`src/rtl/seg_scan_ctrl.sv`:
```
// Multiplexed DIGITS-wide hex 7-segment scanner with tear-free loading,
// decimal points, per-digit blink, leading-zero blanking and PWM brightness.
module seg_scan_ctrl #(
   parameter int DIGITS       = 4,
   parameter int DIV          = 50000,
   parameter int BLINK_FRAMES = 64
) (
   input  logic                  clk,
   input  logic                  rst,
   input  logic [4*DIGITS-1:0]   value,
   input  logic [DIGITS-1:0]     dp,
   input  logic [DIGITS-1:0]     blink_mask,
   input  logic                  load,
   input  logic                  lz_blank,
   input  logic [2:0]            brightness,
   output logic [7:1]            cathodes,
   output logic                  dp_n,
   output logic [DIGITS-1:0]     AN,
   output logic                  frame_done
);

   localparam int PW = (DIV > 1) ? $clog2(DIV) : 1;
   localparam int IW = (DIGITS > 1) ? $clog2(DIGITS) : 1;
   localparam int FW = (BLINK_FRAMES > 1) ? $clog2(BLINK_FRAMES) : 1;
   localparam logic [PW-1:0] PMAX = PW'(DIV - 1);
   localparam logic [IW-1:0] IMAX = IW'(DIGITS - 1);
   localparam logic [FW-1:0] FMAX = FW'(BLINK_FRAMES - 1);

   function automatic logic [7:1] hex_font(input logic [3:0] n);
      case (n)
         4'h0: hex_font = 7'b0000001;
         4'h1: hex_font = 7'b1001111;
         4'h2: hex_font = 7'b0010010;
         4'h3: hex_font = 7'b0000110;
         4'h4: hex_font = 7'b1001100;
         4'h5: hex_font = 7'b0100100;
         4'h6: hex_font = 7'b0100000;
         4'h7: hex_font = 7'b0001111;
         4'h8: hex_font = 7'b0000000;
         4'h9: hex_font = 7'b0000100;
         4'hA: hex_font = 7'b0001000;
         4'hB: hex_font = 7'b1100000;
         4'hC: hex_font = 7'b1110010;
         4'hD: hex_font = 7'b1000010;
         4'hE: hex_font = 7'b0110000;
         default: hex_font = 7'b0111000;
      endcase
   endfunction

   logic [PW-1:0]         pcnt_q, pcnt_d;
   logic [IW-1:0]         idx_q, idx_d;
   logic [FW-1:0]         fcnt_q, fcnt_d;
   logic                  blink_q, blink_d;
   logic                  pend_q, pend_d;
   logic [4*DIGITS-1:0]   pend_val_q, pend_val_d, sh_val_q, sh_val_d;
   logic [DIGITS-1:0]     pend_dp_q, pend_dp_d, sh_dp_q, sh_dp_d;
   logic [DIGITS-1:0]     pend_bm_q, pend_bm_d, sh_bm_q, sh_bm_d;
   logic [DIGITS-1:0]     an_q, an_d;
   logic [7:1]            cath_q, cath_d;
   logic                  dpn_q, dpn_d;
   logic                  fd_q, fd_d;

   logic                  slot_end, wrap, lit, show, above, zero_i;
   logic [3:0]            nib;
   logic                  dsel, bsel, lzsel;

   always_comb begin
      pcnt_d     = pcnt_q;
      idx_d      = idx_q;
      fcnt_d     = fcnt_q;
      blink_d    = blink_q;
      pend_d     = pend_q;
      pend_val_d = pend_val_q;
      pend_dp_d  = pend_dp_q;
      pend_bm_d  = pend_bm_q;
      sh_val_d   = sh_val_q;
      sh_dp_d    = sh_dp_q;
      sh_bm_d    = sh_bm_q;

      slot_end = (pcnt_q == PMAX);
      wrap     = slot_end && (idx_q == IMAX);
      pcnt_d   = slot_end ? '0 : pcnt_q + 1'b1;
      if (slot_end) idx_d = wrap ? '0 : idx_q + 1'b1;

      if (wrap) begin
         fcnt_d = (fcnt_q == FMAX) ? '0 : fcnt_q + 1'b1;
         if (fcnt_q == FMAX) blink_d = ~blink_q;
         // Commit the older pending data; a load in this same cycle re-arms pend below.
         if (pend_q) begin
            sh_val_d = pend_val_q;
            sh_dp_d  = pend_dp_q;
            sh_bm_d  = pend_bm_q;
            pend_d   = 1'b0;
         end
      end
      if (load) begin
         pend_val_d = value;
         pend_dp_d  = dp;
         pend_bm_d  = blink_mask;
         pend_d     = 1'b1;
      end
      fd_d = wrap;

      // Leading-zero chain runs from the top digit down; digit 0 always shows.
      nib   = '0;
      dsel  = 1'b0;
      bsel  = 1'b0;
      lzsel = 1'b0;
      above = 1'b1;
      zero_i = 1'b0;
      for (int i = DIGITS - 1; i >= 0; i--) begin
         zero_i = lz_blank && (sh_val_q[4*i +: 4] == 4'h0) && !sh_dp_q[i] && above;
         above  = zero_i;
         if (idx_q == IW'(i)) begin
            nib   = sh_val_q[4*i +: 4];
            dsel  = sh_dp_q[i];
            bsel  = sh_bm_q[i];
            lzsel = zero_i && (i != 0);
         end
      end

      lit  = (32'(pcnt_q) * 32'd8) < ((32'(brightness) + 32'd1) * 32'(DIV));
      show = lit && !(bsel && blink_q) && !lzsel;

      an_d   = '1;
      cath_d = 7'b1111111;
      dpn_d  = 1'b1;
      if (show) begin
         an_d   = ~(DIGITS'(1) << idx_q);
         cath_d = hex_font(nib);
         dpn_d  = ~dsel;
      end
   end

   always_ff @(posedge clk or posedge rst) begin
      if (rst) begin
         pcnt_q     <= '0;
         idx_q      <= '0;
         fcnt_q     <= '0;
         blink_q    <= 1'b0;
         pend_q     <= 1'b0;
         pend_val_q <= '0;
         pend_dp_q  <= '0;
         pend_bm_q  <= '0;
         sh_val_q   <= '0;
         sh_dp_q    <= '0;
         sh_bm_q    <= '0;
         an_q       <= '1;
         cath_q     <= 7'b1111111;
         dpn_q      <= 1'b1;
         fd_q       <= 1'b0;
      end else begin
         pcnt_q     <= pcnt_d;
         idx_q      <= idx_d;
         fcnt_q     <= fcnt_d;
         blink_q    <= blink_d;
         pend_q     <= pend_d;
         pend_val_q <= pend_val_d;
         pend_dp_q  <= pend_dp_d;
         pend_bm_q  <= pend_bm_d;
         sh_val_q   <= sh_val_d;
         sh_dp_q    <= sh_dp_d;
         sh_bm_q    <= sh_bm_d;
         an_q       <= an_d;
         cath_q     <= cath_d;
         dpn_q      <= dpn_d;
         fd_q       <= fd_d;
      end
   end

   assign AN         = an_q;
   assign cathodes   = cath_q;
   assign dp_n       = dpn_q;
   assign frame_done = fd_q;

endmodule

```
`config.mk`:
```
export PLATFORM = sky130hd
export DESIGN_NAME = seg_scan_ctrl
export DESIGN_NICKNAME = d
export VERILOG_FILES = /design/src/rtl/seg_scan_ctrl.sv
export SDC_FILE = /design/constraint.sdc
export NUM_CORES = 1
export LEC_CHECK = 0
export CAP_MARGIN = 20
export CORE_MARGIN = 2
export CORE_UTILIZATION = 59
export CTS_BUF_LIST = sky130_fd_sc_hd__clkbuf_4
export DETAILED_ROUTE_END_ITERATION = 6
export MAX_ROUTING_LAYER = met4
export PLACE_DENSITY = 0.82
export SLEW_MARGIN = 10
export SYNTH_ARGS = -nofsm -noshare
export SYNTH_HDL_FRONTEND = slang
export SYNTH_SLANG_ARGS = --single-unit
```
`constraint.sdc`:
```
create_clock -name clk -period 6.9 [get_ports clk]
set_input_delay 1.38 -clock clk [delete_from_list [all_inputs] [get_ports clk]]
set_output_delay 1.38 -clock clk [all_outputs]
set_load 0.005 [all_outputs]
```
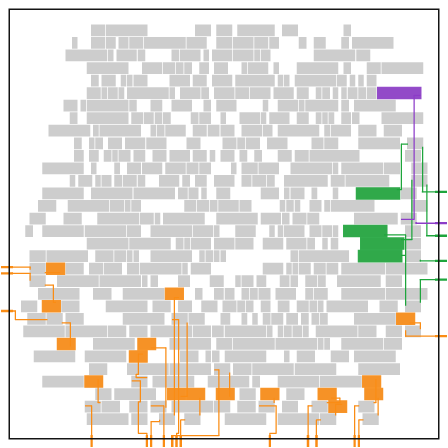
run_1/port_trees.png
port	color	bits	direction	edge	end cells	buffers	wire
value	orange	16	input	12 bottom, 3 left, 1 right	16	16	282 um
AN	green	4	output	right	4	4	86.0 um
dp_n	purple	1	output	right	1	1	35.5 um

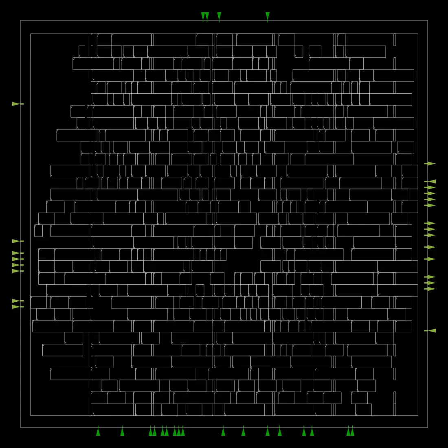
run_1/placed.png
fill cell instance count of the final layout: 602
tap cell instance count: 102
registers: 87

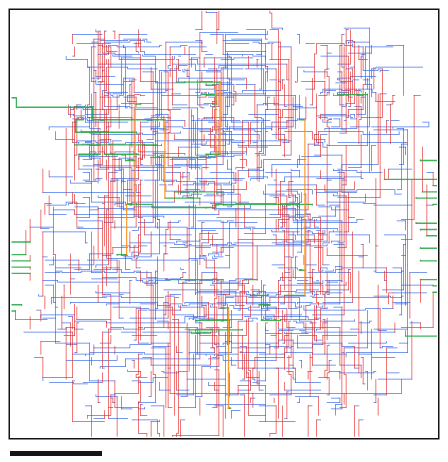
run_1/layers.png
Scale bar: 20 um.
layer	color	wire length
M4	orange	141 um
M2	red	4220 um
M1	blue	4180 um
M3	green	321 um

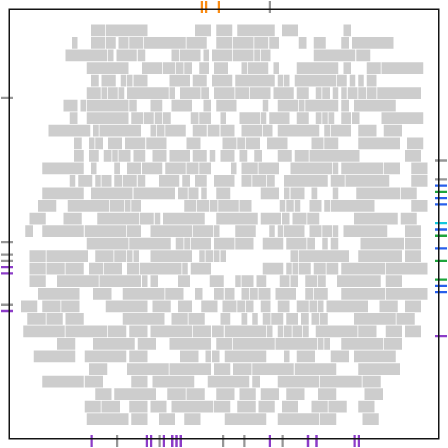
run_1/pinout.png
Pins as bars across the die edge, other pins in gray.
port	color	pins	direction	edge
cathodes	blue	7	output	right
value	purple	16	input	12 bottom, 3 left, 1 right
brightness	orange	3	input	top
AN	green	4	output	right
dp_n	cyan	1	output	right

==> summary.json, run 1 <==
{
  "outcome": {"value": "completed"},
  "post-synth-top-area-fraction": {"value": 40.3, "unit": "%"},
  "critPathKind": {"value": "input port to flop"},
  "worst_r2r_startpoint": {"value": "idx_q[0]$_DFFE_PP0P_"},
  "power.total": {"value": 0.000968, "unit": "W"},
  "vdd_ir_drop_max": {"value": 0.000134, "unit": "V"},
  "power_density": {"value": 183, "unit": "nW/um^2"},
  "cts_resized": {"value": 0},
  "grt_max_degree": {"value": 88},
  "drt_iter0_markers": {"value": 123},
  "ys_top_cells_by_count": {"value": "dfrtp_1, mux2_2, nand2_1, ha_1, o21ai_0"},
  "placementRows": {"value": 32},
  "yosys.cell_types.count": {"value": 51},
  "antenna_left": {"value": 0},
  "hold_buffers": {"value": 0},
  "ioPinCount": {"value": 44},
  "average_footprint_of_a_synthesized_cell": {"value": 11.3, "unit": "um^2"},
  "worst-slew-pin-transition": {"value": 0.961, "unit": "ns"},
  "slew-limit-headroom": {"value": 36.0, "unit": "%"},
  "vias_in_the_first_global_route": {"value": 3189},
  "dp_slack": {"value": 0.765, "unit": "ns"},
  "floorplan_net_count": {"value": 485},
  "placement.io_buffers": {"value": 43},
  "cp.arrival": {"value": 6.07, "unit": "ns"},
  "setup_slack": {"value": 1.12, "unit": "ns"},
  "hp-start": {"value": "fcnt_q[4]$_DFFE_PP0P_"},
  "post_synthesis_cell_area": {"value": 4650, "unit": "um^2"},
  "grt_pass1_wl": {"value": 15100, "unit": "um"},
  "track_usage": {"value": 22.8, "unit": "%"},
  "timing.critical_path.from_type": {"value": "input port"},
  "post_synth_main_area_contributors": {"value": "dfrtp_1, ha_1, mux2_2"},
  "critical_path_peak_fanout": {"value": 9},
  "async_flop_share": {"value": 100, "unit": "%"},
  "critical_path_required": {"value": 7.19, "unit": "ns"},
  "synth-main-ff-cell": {"value": "dfrtp_1"},
  "fin_util": {"value": 68.9, "unit": "%"},
  "share_of_cells_above_drive_strength_1": {"value": 17.6, "unit": "%"},
  "growth_of_design_area_from_synthesis_to_finish": {"value": 13.9, "unit": "%"},
  "ys_chip_area": {"value": 4650, "unit": "um^2"},
  "max-clock-path-buffers": {"value": 2},
  "cts_post_setup_buffers_inserted": {"value": 0},
  "post-synth-top-area-cell": {"value": "dfrtp_1"},
  "synth.yosys.seq_area_share": {"value": 47.1, "unit": "%"},
  "max-cap-violations": {"value": 0},
  "num-nets-final": {"value": 528},
  "fin_crit": {"value": 5.78, "unit": "ns"},
  "detail_route.drc_violations": {"value": 0},
  "p_leak": {"value": 2.48, "unit": "nW"},
  "post-dp-hpwl": {"value": 6420, "unit": "um"}
}
-- run 1: stage by stage --
stage               hold WS, ns  cells  cell area [um^2]
floorplan                 0.425    413              4650
global placement          0.439    546              5130
detailed placement        0.461    546              5130
CTS                       0.478    560              5290
global route              0.485    561              5300
finish                    0.474    561              5300
-- run 1: flip-flops by register name, summed over array words and instances, names as in the netlist, 2 cells and up --
signal and flops:
pcnt_q 16, pend_dp_q 4, sh_dp_q 4, fcnt_q 6
pend_val_q 16, pend_bm_q 4, sh_val_q 16, AN 4
cathodes 7, idx_q 2, sh_bm_q 4
-- run 1: path summary, 6_finish.rpt --
path,endpoint,slack [ns],depth (start not counted)
min in group asynchronous,fcnt_q[0]$_DFFE_PP0P_,1.39,3
max in group asynchronous,pend_val_q[11]$_DFFE_PP0P_,4.90,4
setup reg to reg,cathodes[4]$_DFF_PP1_,4.11,10
setup / recovery,cathodes[5]$_DFF_PP1_,1.12,17
hold / removal,fcnt_q[4]$_DFFE_PP0P_,0.47,1
hold reg to reg,fcnt_q[4]$_DFFE_PP0P_,0.47,1
-- run 1: cell type report --
cell class                      count  area [um^2]
Clock buffer                        9         67.6
Clock inverter                      5         83.8
Fill cell                         602         2390
Inverter                           20         81.3
Multi-Input combinational cell    293         2290
Sequential cell                    87         2190
Tap cell                          102          128
Timing Repair Buffer               45          453
-- run 1: worst max-delay path: stages --
cell             delay, ns
clkdlybuf4s50_1       0.65
inv_1                 0.20
ha_1                  0.40
ha_1                  0.34
ha_1                  0.29
ha_1                  0.34
a31oi_1               0.31
nor3b_1               0.11
o311ai_0              0.29
nand2_1               0.10
ha_1                  0.30
nand3_1               0.11
nor2_1                0.07
a221oi_1              0.26
a31oi_1               0.16
a211oi_2              0.49
o311ai_0              0.27
-- run 1: placed cells by master, fill, tap and decap left out, types with 4 or more instances in the layout --
master	n
a22oi_1	4
a21oi_1	19
nand2b_1	4
mux2_2	43
clkdlybuf4s50_1	42
o211ai_1	5
a21o_1	6
nor2_1	13
nand4_1	6
dfstp_2	12
dfrtp_1	75
inv_1	18
xor2_1	13
and3_1	6
clkbuf_4	9
a31oi_1	5
nand2_1	42
nor3_1	4
o21ai_0	21
nand3_1	11
nor2b_1	4
xnor2_1	13
ha_1	41
-- run 1: power by group through the flow --
stage	Clock, W	Sequential [W]	Combinational (W)
finish	0.000309	0.000532	0.000126
detailed placement	0	0.000542	0.000125
CTS	0.000319	0.000532	0.000126
global placement	0	0.000541	0.000120
floorplan	0	0.000539	0.0000847
global route	0.000336	0.000534	0.000141
-- run 1: routing by layer --
layer	wire length (um)	track usage [%]	vias to the layer above	share of wire, %
met5	0	-	-	0
met2	4220	36.1	72	48
li1	-	-	1549	-
met4	140	6.62	0	1.6
met1	4180	30.8	1579	47
met3	320	3.50	17	3.6
-- run 1: cell families (layout without fill, tap and decap cells) --
family,after synthesis,in the layout,share of synthesized area [%]
AOI/OAI and AO/OA,74,74,10.1
xor gates and xnor gates,28,28,5.89
adders and majority gates,41,41,11.0
buffers and inverters,33,79,3.60
DFF,87,87,47.1
muxes,45,45,10.9
and+or+nand+nor,105,105,11.4
run_1/clock_wires.png
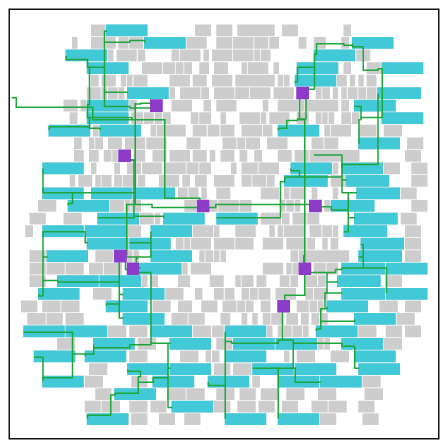

## Run 2: what changed since run 1
==> constraint.sdc (replaced) <==
create_clock -name clk -period 5.7 [get_ports clk]
set_input_delay 1.14 -clock clk [delete_from_list [all_inputs] [get_ports clk]]
set_output_delay 1.14 -clock clk [all_outputs]
set_load 0.005 [all_outputs]
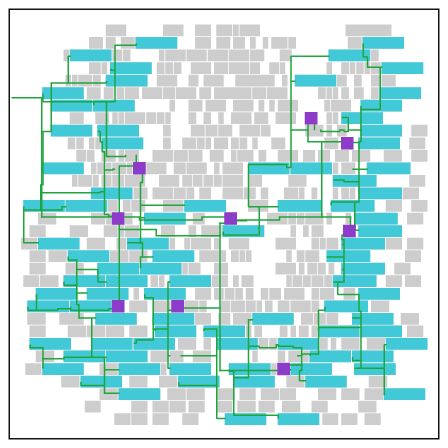
run_2/clock_wires.png
[flip-flops] cyan | count: 87
[clock-net drivers] purple | count: 9
[clock wires] green | length: 968 um
routed clock nets	10

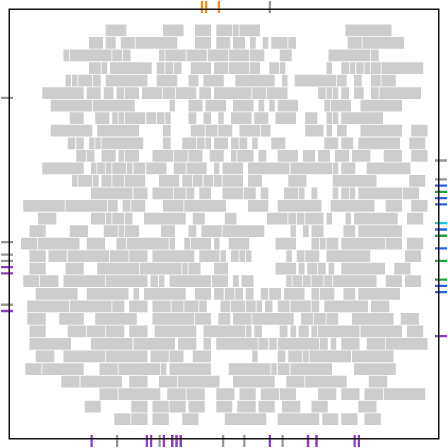
run_2/pinout.png
Pins as bars across the die edge, other pins in gray.
port	color	pins	direction	edge
value	purple	16	input	12 bottom, 3 left, 1 right
brightness	orange	3	input	top
dp_n	cyan	1	output	right
AN	green	4	output	right
cathodes	blue	7	output	right
all pins by edge	17 bottom, 15 right, 8 left, 4 top

==> run 2 against run 1 <==
Net effect: die size did not move; via count is 0.28% lower; flip-flop count is the same; setup slack lost 0.61 ns; clock skew down 0.0069 ns; synthesized cell count unchanged; first-iteration DRC count rose by 20%; synthesized area stayed put; routed wire length fell by 2.0%; critical endpoint unchanged; largest cell class unchanged; highest routed layer unchanged.
==> summary.json, run 2 <==
{
  "worst-slew-pin-transition": {"value": 0.974, "unit": "ns", "change": "was 0.961 ns"},
  "worst_r2r_startpoint": {"value": "idx_q[0]$_DFFE_PP0P_", "change": "unchanged"},
  "r2r_setup_slack": {"value": 2.83, "unit": "ns", "change": "was 4.11 ns"},
  "vias_in_the_first_global_route": {"value": 3197, "change": "was 3189"},
  "grt_pass1_wl": {"value": 15000, "unit": "um", "change": "was 15100 um"},
  "critical_path_peak_fanout": {"value": 9, "change": "unchanged"},
  "ys_top_cells_by_count": {"value": "dfrtp_1, mux2_2, nand2_1, ha_1, o21ai_0", "change": "unchanged"},
  "critical_path.slowest_cell": {"value": "clkdlybuf4s50_1", "change": "unchanged"},
  "max-cap-violations": {"value": 0, "change": "unchanged"},
  "path_cells": {"value": "clkdlybuf4s50_1 -> inv_1 -> ha_1 -> ha_1 -> ha_1 -> ha_1 -> a31oi_1 -> nor3b_1 -> o311ai_0 -> nand2_1 -> ha_1 -> nand3_1 -> nor2_1 -> a221oi_1 -> a31oi_1 -> a211oi_2 -> o311ai_0", "change": "unchanged"},
  "cp.arrival": {"value": 5.52, "unit": "ns", "change": "was 6.07 ns"},
  "worstPathBufferInverterCount": {"value": 2, "change": "unchanged"},
  "outcome": {"value": "completed", "change": "unchanged"},
  "yosys.cell_types.count": {"value": 51, "change": "unchanged"},
  "slew-limit-headroom": {"value": 35.0, "unit": "%", "change": "was 36.0%"},
  "power_density": {"value": 212, "unit": "nW/um^2", "change": "was 183 nW/um^2"},
  "placement.io_buffers": {"value": 43, "change": "unchanged"},
  "post_synth_ao_oa_area_fraction": {"value": 10.1, "unit": "%", "change": "unchanged"},
  "average_footprint_of_a_synthesized_cell": {"value": 11.3, "unit": "um^2", "change": "unchanged"},
  "cts_resized": {"value": 0, "change": "unchanged"},
  "detail_route.drc_violations": {"value": 0, "change": "unchanged"},
  "num-nets-final": {"value": 531, "change": "was 528"},
  "cts_post_setup_buffers_inserted": {"value": 0, "change": "unchanged"},
  "post_synthesis_cell_area": {"value": 4650, "unit": "um^2", "change": "unchanged"},
  "post-dp-hpwl": {"value": 6410, "unit": "um", "change": "was 6420 um"},
  "cp-endpoint": {"value": "cathodes[5]$_DFF_PP1_", "change": "unchanged"},
  "synthTopLogicFamily": {"value": "simple AND/OR/NAND/NOR gates", "change": "unchanged"},
  "ioPinCount": {"value": 44, "change": "unchanged"},
  "final_layout_top_logic_cells": {"value": "dfrtp_1, mux2_2, clkdlybuf4s50_1", "change": "was dfrtp_1, mux2_2, nand2_1, clkdlybuf4s50_1, ha_1"},
  "ys_chip_area": {"value": 4650, "unit": "um^2", "change": "unchanged"},
  "vdd_ir_drop_max": {"value": 0.000158, "unit": "V", "change": "was 0.000134 V"},
  "synth-adder-area-share": {"value": 11.0, "unit": "%", "change": "unchanged"},
  "timing.critical_path.from_type": {"value": "input port", "change": "unchanged"},
  "post-synth-top-area-fraction": {"value": 40.3, "unit": "%", "change": "unchanged"},
  "track_usage": {"value": 22.6, "unit": "%", "change": "was 22.8%"},
  "critPathKind": {"value": "input port to flop", "change": "unchanged"},
  "floorplan_net_count": {"value": 485, "change": "unchanged"},
  "synth-xor-area-share": {"value": 5.89, "unit": "%", "change": "unchanged"},
  "placementRows": {"value": 32, "change": "unchanged"},
  "grt_max_degree": {"value": 57, "change": "was 88"},
  "reg_top3": {"value": "pcnt_q x16, pend_val_q x16, sh_val_q x16", "change": "unchanged"},
  "growth_of_design_area_from_synthesis_to_finish": {"value": 14.3, "unit": "%", "change": "was 13.9%"},
  "max-clock-path-buffers": {"value": 2, "change": "unchanged"},
  "critical_path_required": {"value": 6.03, "unit": "ns", "change": "was 7.19 ns"},
  "hold_buffers": {"value": 0, "change": "unchanged"},
  "worst-path-stages": {"value": 17, "change": "unchanged"},
  "kind_of_cell_adding_the_most_delay_to_the_critical_path": {"value": "AND-OR/OR-AND gates", "change": "unchanged"},
  "reg2reg_depth": {"value": 10, "change": "unchanged"},
  "fin_crit": {"value": 5.19, "unit": "ns"},
  "path_common_cell": {"value": "ha_1", "change": "unchanged"},
  "simple_gate_area_share": {"value": 11.4, "unit": "%", "change": "unchanged"},
  "drt_iter0_markers": {"value": 148, "change": "was 123"},
  "regToRegEndpoint": {"value": "cathodes[7]$_DFF_PP1_", "change": "was cathodes[4]$_DFF_PP1_"},
  "layout_top_cell": {"value": "dfrtp_1", "change": "unchanged"},
  "p_leak": {"value": 2.50, "unit": "nW", "change": "was 2.48 nW"}
}
[run 2: layout make-up]
type / instances / area, um^2 / share of cell area (%)
tap: 102 / 128 / 2.40
clock inverter: 7 / 62.6 / 1.18
sequential: 87 / 2190 / 41.2
inverter: 20 / 81.3 / 1.53
timing repair buffer: 48 / 495 / 9.31
clock buffer: 9 / 67.6 / 1.27
multi-input combinational: 293 / 2290 / 43.1
[run 2: cell families after synthesis]
group,after synthesis
flip-flops,87
multiplexers,45
AND/OR/NAND/NOR,105
XOR/XNOR,28
buffers and inverters,33
adder cells (fa/ha/maj),41
AND-OR/OR-AND,74
[run 2: per-stage QoR]
stage	instance area (um^2)	instances	hold WS (ns)	worst slack [ns]	power, W
final	5320	566	0.477	0.509	0.00113
after global routing	5320	566	0.502	0.146	0.00118
after CTS	5280	564	0.473	0.531	0.00114
after detailed placement	5150	548	0.454	0.0427	0.000808
after global placement	5150	548	0.441	0.244	0.000802
after floorplan	4650	413	0.425	0.935	0.000755
[run 2: worst register-to-register path, cell delays in order (launching register included)]
cell	delay, ns
dfrtp_1	0.44
inv_1	0.11
ha_1	0.37
nor2b_1	0.15
a221o_1	0.33
a22oi_1	0.48
inv_1	0.15
ha_1	0.26
nand2b_1	0.18
o211ai_1	0.15
o211ai_1	0.14
[run 2: worst min-delay path by stage]
| stage | endpoint | from | depth (start not counted) | slack (ns) |
|---|---|---|---|---|
| after floorplan | pcnt_q[0]$_DFF_PP0_ | pcnt_q[0]$_DFF_PP0_ | 1 | 0.43 |
| after global placement | pcnt_q[0]$_DFF_PP0_ | pcnt_q[0]$_DFF_PP0_ | 1 | 0.44 |
| after global routing | fcnt_q[4]$_DFFE_PP0P_ | fcnt_q[4]$_DFFE_PP0P_ | 1 | 0.50 |
| final | pcnt_q[0]$_DFF_PP0_ | pcnt_q[0]$_DFF_PP0_ | 1 | 0.48 |
| after detailed placement | pcnt_q[0]$_DFF_PP0_ | pcnt_q[0]$_DFF_PP0_ | 1 | 0.45 |
| after CTS | pcnt_q[0]$_DFF_PP0_ | pcnt_q[0]$_DFF_PP0_ | 1 | 0.47 |
[run 2: report_power, final]
group | switching, W | total [W] | internal [W]
combinational | 0.0000747 | 0.000155 | 0.0000801
clock | 0.000230 | 0.000329 | 0.0000988
sequential | 0.00000890 | 0.000645 | 0.000636
total | 0.000314 | 0.00113 | 0.000815
[run 2: per-layer routing]
layer	wire (um)	vias up	track usage, %
li1	-	1564	-
met1	3950	1567	29.9
met2	4280	65	36.2
met3	348	12	3.99
met4	107	0	6.25
met5	0	-	-
run_2/layers.png
Scale bar: 20 um.
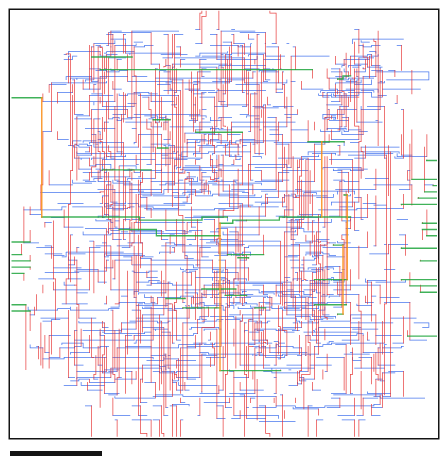

## Run 3: what changed since run 2
--- a/config.mk
+++ b/config.mk
@@ -12,7 +12,7 @@
 export DETAILED_ROUTE_END_ITERATION = 6
 export MAX_ROUTING_LAYER = met4
 export PLACE_DENSITY = 0.82
-export SLEW_MARGIN = 10
+export SLEW_MARGIN = 20
 export SYNTH_ARGS = -nofsm -noshare
 export SYNTH_HDL_FRONTEND = slang
 export SYNTH_SLANG_ARGS = --single-unit
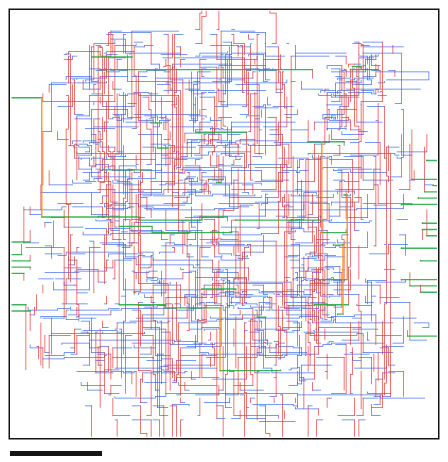
run_3/layers.png
Scale bar: 20 um.
layer	color	wire length
M1	blue	3980 um
M3	green	349 um
M2	red	4240 um
M4	orange	92.5 um

==> run 3 against run 2 <==
Net effect: global-route usage stayed put; via count rose by 0.53%; final area decreased by 0.52%; synthesized area unchanged; combinational power hardly changed; cell count fell by 0.18%; synthesized cell count unchanged; largest power group unchanged.
==> summary.json, run 3 <==
{
  "grt_pass1_wl": {"value": 15000, "unit": "um", "change": "unchanged"},
  "antenna_left": {"value": 0, "change": "unchanged"},
  "ioPinCount": {"value": 44, "change": "unchanged"},
  "ys_top_cells_by_count": {"value": "dfrtp_1, mux2_2, nand2_1, ha_1, o21ai_0", "change": "unchanged"},
  "post-dp-hpwl": {"value": 6410, "unit": "um", "change": "unchanged"},
  "synth_cells": {"value": 413, "change": "unchanged"},
  "r2r_setup_slack": {"value": 2.81, "unit": "ns", "change": "was 2.83 ns"},
  "cts_post_setup_buffers_inserted": {"value": 0, "change": "unchanged"},
  "vias_in_the_first_global_route": {"value": 3197, "change": "unchanged"},
  "p_sw": {"value": 0.000314, "unit": "W", "change": "about the same"},
  "routed_wirelength": {"value": 8670, "unit": "um", "change": "was 8690 um"},
  "yosys.cell_types.count": {"value": 51, "change": "unchanged"},
  "cp.arrival": {"value": 5.54, "unit": "ns", "change": "was 5.52 ns"},
  "cts_resized": {"value": 0, "change": "unchanged"},
  "num-nets-final": {"value": 530, "change": "was 531"},
  "worstPathBufferInverterCount": {"value": 2, "change": "unchanged"},
  "max-cap-violations": {"value": 0, "change": "unchanged"},
  "unrepaired_setup_endpoints_after_global_routing": {"value": "false", "change": "unchanged"},
  "final_layout_top_logic_cells": {"value": "dfrtp_1, mux2_2, nand2_1, clkdlybuf4s50_1, ha_1", "change": "was dfrtp_1, mux2_2, clkdlybuf4s50_1"},
  "post_synth_main_area_contributors": {"value": "dfrtp_1, ha_1, mux2_2", "change": "unchanged"},
  "power.total": {"value": 0.00113, "unit": "W", "change": "about the same"},
  "path_common_cell": {"value": "ha_1", "change": "unchanged"},
  "share_seq_of_total_power": {"value": 57.2, "unit": "%", "change": "was 57.1%"},
  "timing.critical_path.from_type": {"value": "input port", "change": "unchanged"},
  "fin_util": {"value": 68.9, "unit": "%", "change": "was 69.2%"},
  "growth_of_design_area_from_synthesis_to_finish": {"value": 13.7, "unit": "%", "change": "was 14.3%"},
  "hold_buffers": {"value": 0, "change": "unchanged"},
  "floorplan_net_count": {"value": 485, "change": "unchanged"},
  "share_of_cells_above_drive_strength_1": {"value": 18.4, "unit": "%", "change": "was 18.3%"},
  "ys_chip_area": {"value": 4650, "unit": "um^2", "change": "unchanged"},
  "drt_iter0_markers": {"value": 132, "change": "was 148"},
  "async_flop_share": {"value": 100, "unit": "%", "change": "unchanged"},
  "kind_of_cell_adding_the_most_delay_to_the_critical_path": {"value": "AND-OR/OR-AND gates", "change": "unchanged"},
  "synth-main-ff-cell": {"value": "dfrtp_1", "change": "unchanged"},
  "worst-slew-pin-transition": {"value": 0.972, "unit": "ns", "change": "was 0.974 ns"},
  "path_cells": {"value": "clkdlybuf4s50_1 -> inv_1 -> ha_1 -> ha_1 -> ha_1 -> ha_1 -> a31oi_1 -> nor3b_1 -> o311ai_0 -> nand2_1 -> ha_1 -> nand3_1 -> nor2_1 -> a221oi_1 -> a31oi_1 -> a211oi_2 -> o311ai_0", "change": "unchanged"},
  "power_report.internal_total": {"value": 0.000813, "unit": "W", "change": "was 0.000815 W"},
  "detail_route.drc_violations": {"value": 0, "change": "unchanged"},
  "grt_max_degree": {"value": 57, "change": "unchanged"},
  "critical_path.slowest_cell": {"value": "clkdlybuf4s50_1", "change": "unchanged"},
  "p_leak": {"value": 2.48, "unit": "nW", "change": "was 2.50 nW"},
  "net_sw_share": {"value": 27.9, "unit": "%", "change": "was 27.8%"},
  "synth.yosys.seq_area_share": {"value": 47.1, "unit": "%", "change": "unchanged"},
  "outcome": {"value": "completed", "change": "unchanged"},
  "power_density": {"value": 213, "unit": "nW/um^2", "change": "was 212 nW/um^2"},
  "post-synth-top-area-cell": {"value": "dfrtp_1", "change": "unchanged"},
  "post-synth-top-area-fraction": {"value": 40.3, "unit": "%", "change": "unchanged"},
  "power.share.combinational": {"value": 13.6, "unit": "%", "change": "was 13.7%"},
  "track_usage": {"value": 22.6, "unit": "%", "change": "unchanged"},
  "fin_worst_hold_slack": {"value": 0.477, "unit": "ns", "change": "about the same"},
  "critical_path_required": {"value": 6.03, "unit": "ns", "change": "about the same"},
  "maxClockFrequency": {"value": 0.192, "unit": "GHz", "change": "was 0.193 GHz"},
  "placement.io_buffers": {"value": 43, "change": "unchanged"},
  "layout_top_cell": {"value": "dfrtp_1", "change": "unchanged"},
  "critPathKind": {"value": "input port to flop", "change": "unchanged"},
  "average_footprint_of_a_synthesized_cell": {"value": 11.3, "unit": "um^2", "change": "unchanged"},
  "reg_top3": {"value": "pcnt_q x16, pend_val_q x16, sh_val_q x16", "change": "unchanged"},
  "slew-limit-headroom": {"value": 35.2, "unit": "%", "change": "was 35.0%"},
  "power.share.clock": {"value": 29.3, "unit": "%", "change": "was 29.2%"},
  "fin_crit": {"value": 5.21, "unit": "ns", "change": "was 5.19 ns"},
  "vdd_ir_drop_max": {"value": 0.000148, "unit": "V", "change": "was 0.000158 V"},
  "yosysMostFrequentCell": {"value": "dfrtp_1", "change": "unchanged"}
}
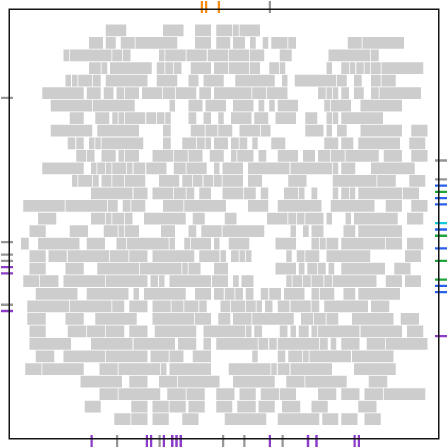
run_3/pinout.png
Pins as bars across the die edge, other pins in gray.
port	color	pins	direction	edge
AN	green	4	output	right
cathodes	blue	7	output	right
dp_n	cyan	1	output	right
value	purple	16	input	12 bottom, 3 left, 1 right
brightness	orange	3	input	top

[run 3: cell counts after synthesis]
No cell type changed its count.
[run 3: cell families (layout without fill, tap and decap cells)]
family                     count (synthesis)  count (layout)  share of synthesized area (%)
and+or+nand+nor                          105             105                           11.4
adders and majority gates                 41              41                           11.0
buffers and inverters                     33              83                           3.60
DFF                                       87              87                           47.1
xor gates and xnor gates                  28              28                           5.89
AOI/OAI and AO/OA                         74              74                           10.1
muxes                                     45              45                           10.9
[run 3: power by group through the flow]
stage	Combinational, W	Sequential (W)	Clock, W
final	0.000153	0.000644	0.000330
after detailed placement	0.000152	0.000656	0
after global routing	0.000174	0.000647	0.000360
after CTS	0.000154	0.000645	0.000339
after floorplan	0.000103	0.000652	0
after global placement	0.000147	0.000655	0
[run 3: final cells by class]
cell class              count  area, um^2
clock inverters             7        62.6
repair buffers             47         468
well taps                 102         128
flip-flops and latches     87        2190
clock buffers               9        67.6
inverters                  20        81.3
fillers                   595        2390
multi-input cells         293        2290
[run 3: path summary, 6_finish.rpt]
path / depth (start not counted) / start / to
setup reg to reg: 10 / idx_q[0]$_DFFE_PP0P_ / cathodes[7]$_DFF_PP1_
min in group asynchronous: 2 / rst / fcnt_q[0]$_DFFE_PP0P_
hold / removal: 1 / pcnt_q[0]$_DFF_PP0_ / pcnt_q[0]$_DFF_PP0_
hold reg to reg: 1 / pcnt_q[0]$_DFF_PP0_ / pcnt_q[0]$_DFF_PP0_
max in group asynchronous: 3 / rst / sh_bm_q[1]$_DFFE_PP0P_
setup / recovery: 17 / brightness[0] / cathodes[5]$_DFF_PP1_
[run 3: stage by stage]
step,area (um^2),cells,setup slack [ns]
after global placement,5150,548,0.244
after detailed placement,5150,548,0.0427
final,5290,565,0.489
after floorplan,4650,413,0.935
after global routing,5290,565,0.146
after CTS,5280,564,0.531
[run 3: metal layers]
layer | GRT usage (%) | vias up | wire (um)
met5 | - | - | 0
met4 | 6.25 | 0 | 92
met3 | 3.99 | 11 | 349
met2 | 36.2 | 65 | 4240
met1 | 29.9 | 1589 | 3980
li1 | - | 1560 | -
Power and IR drop assume default switching activity.
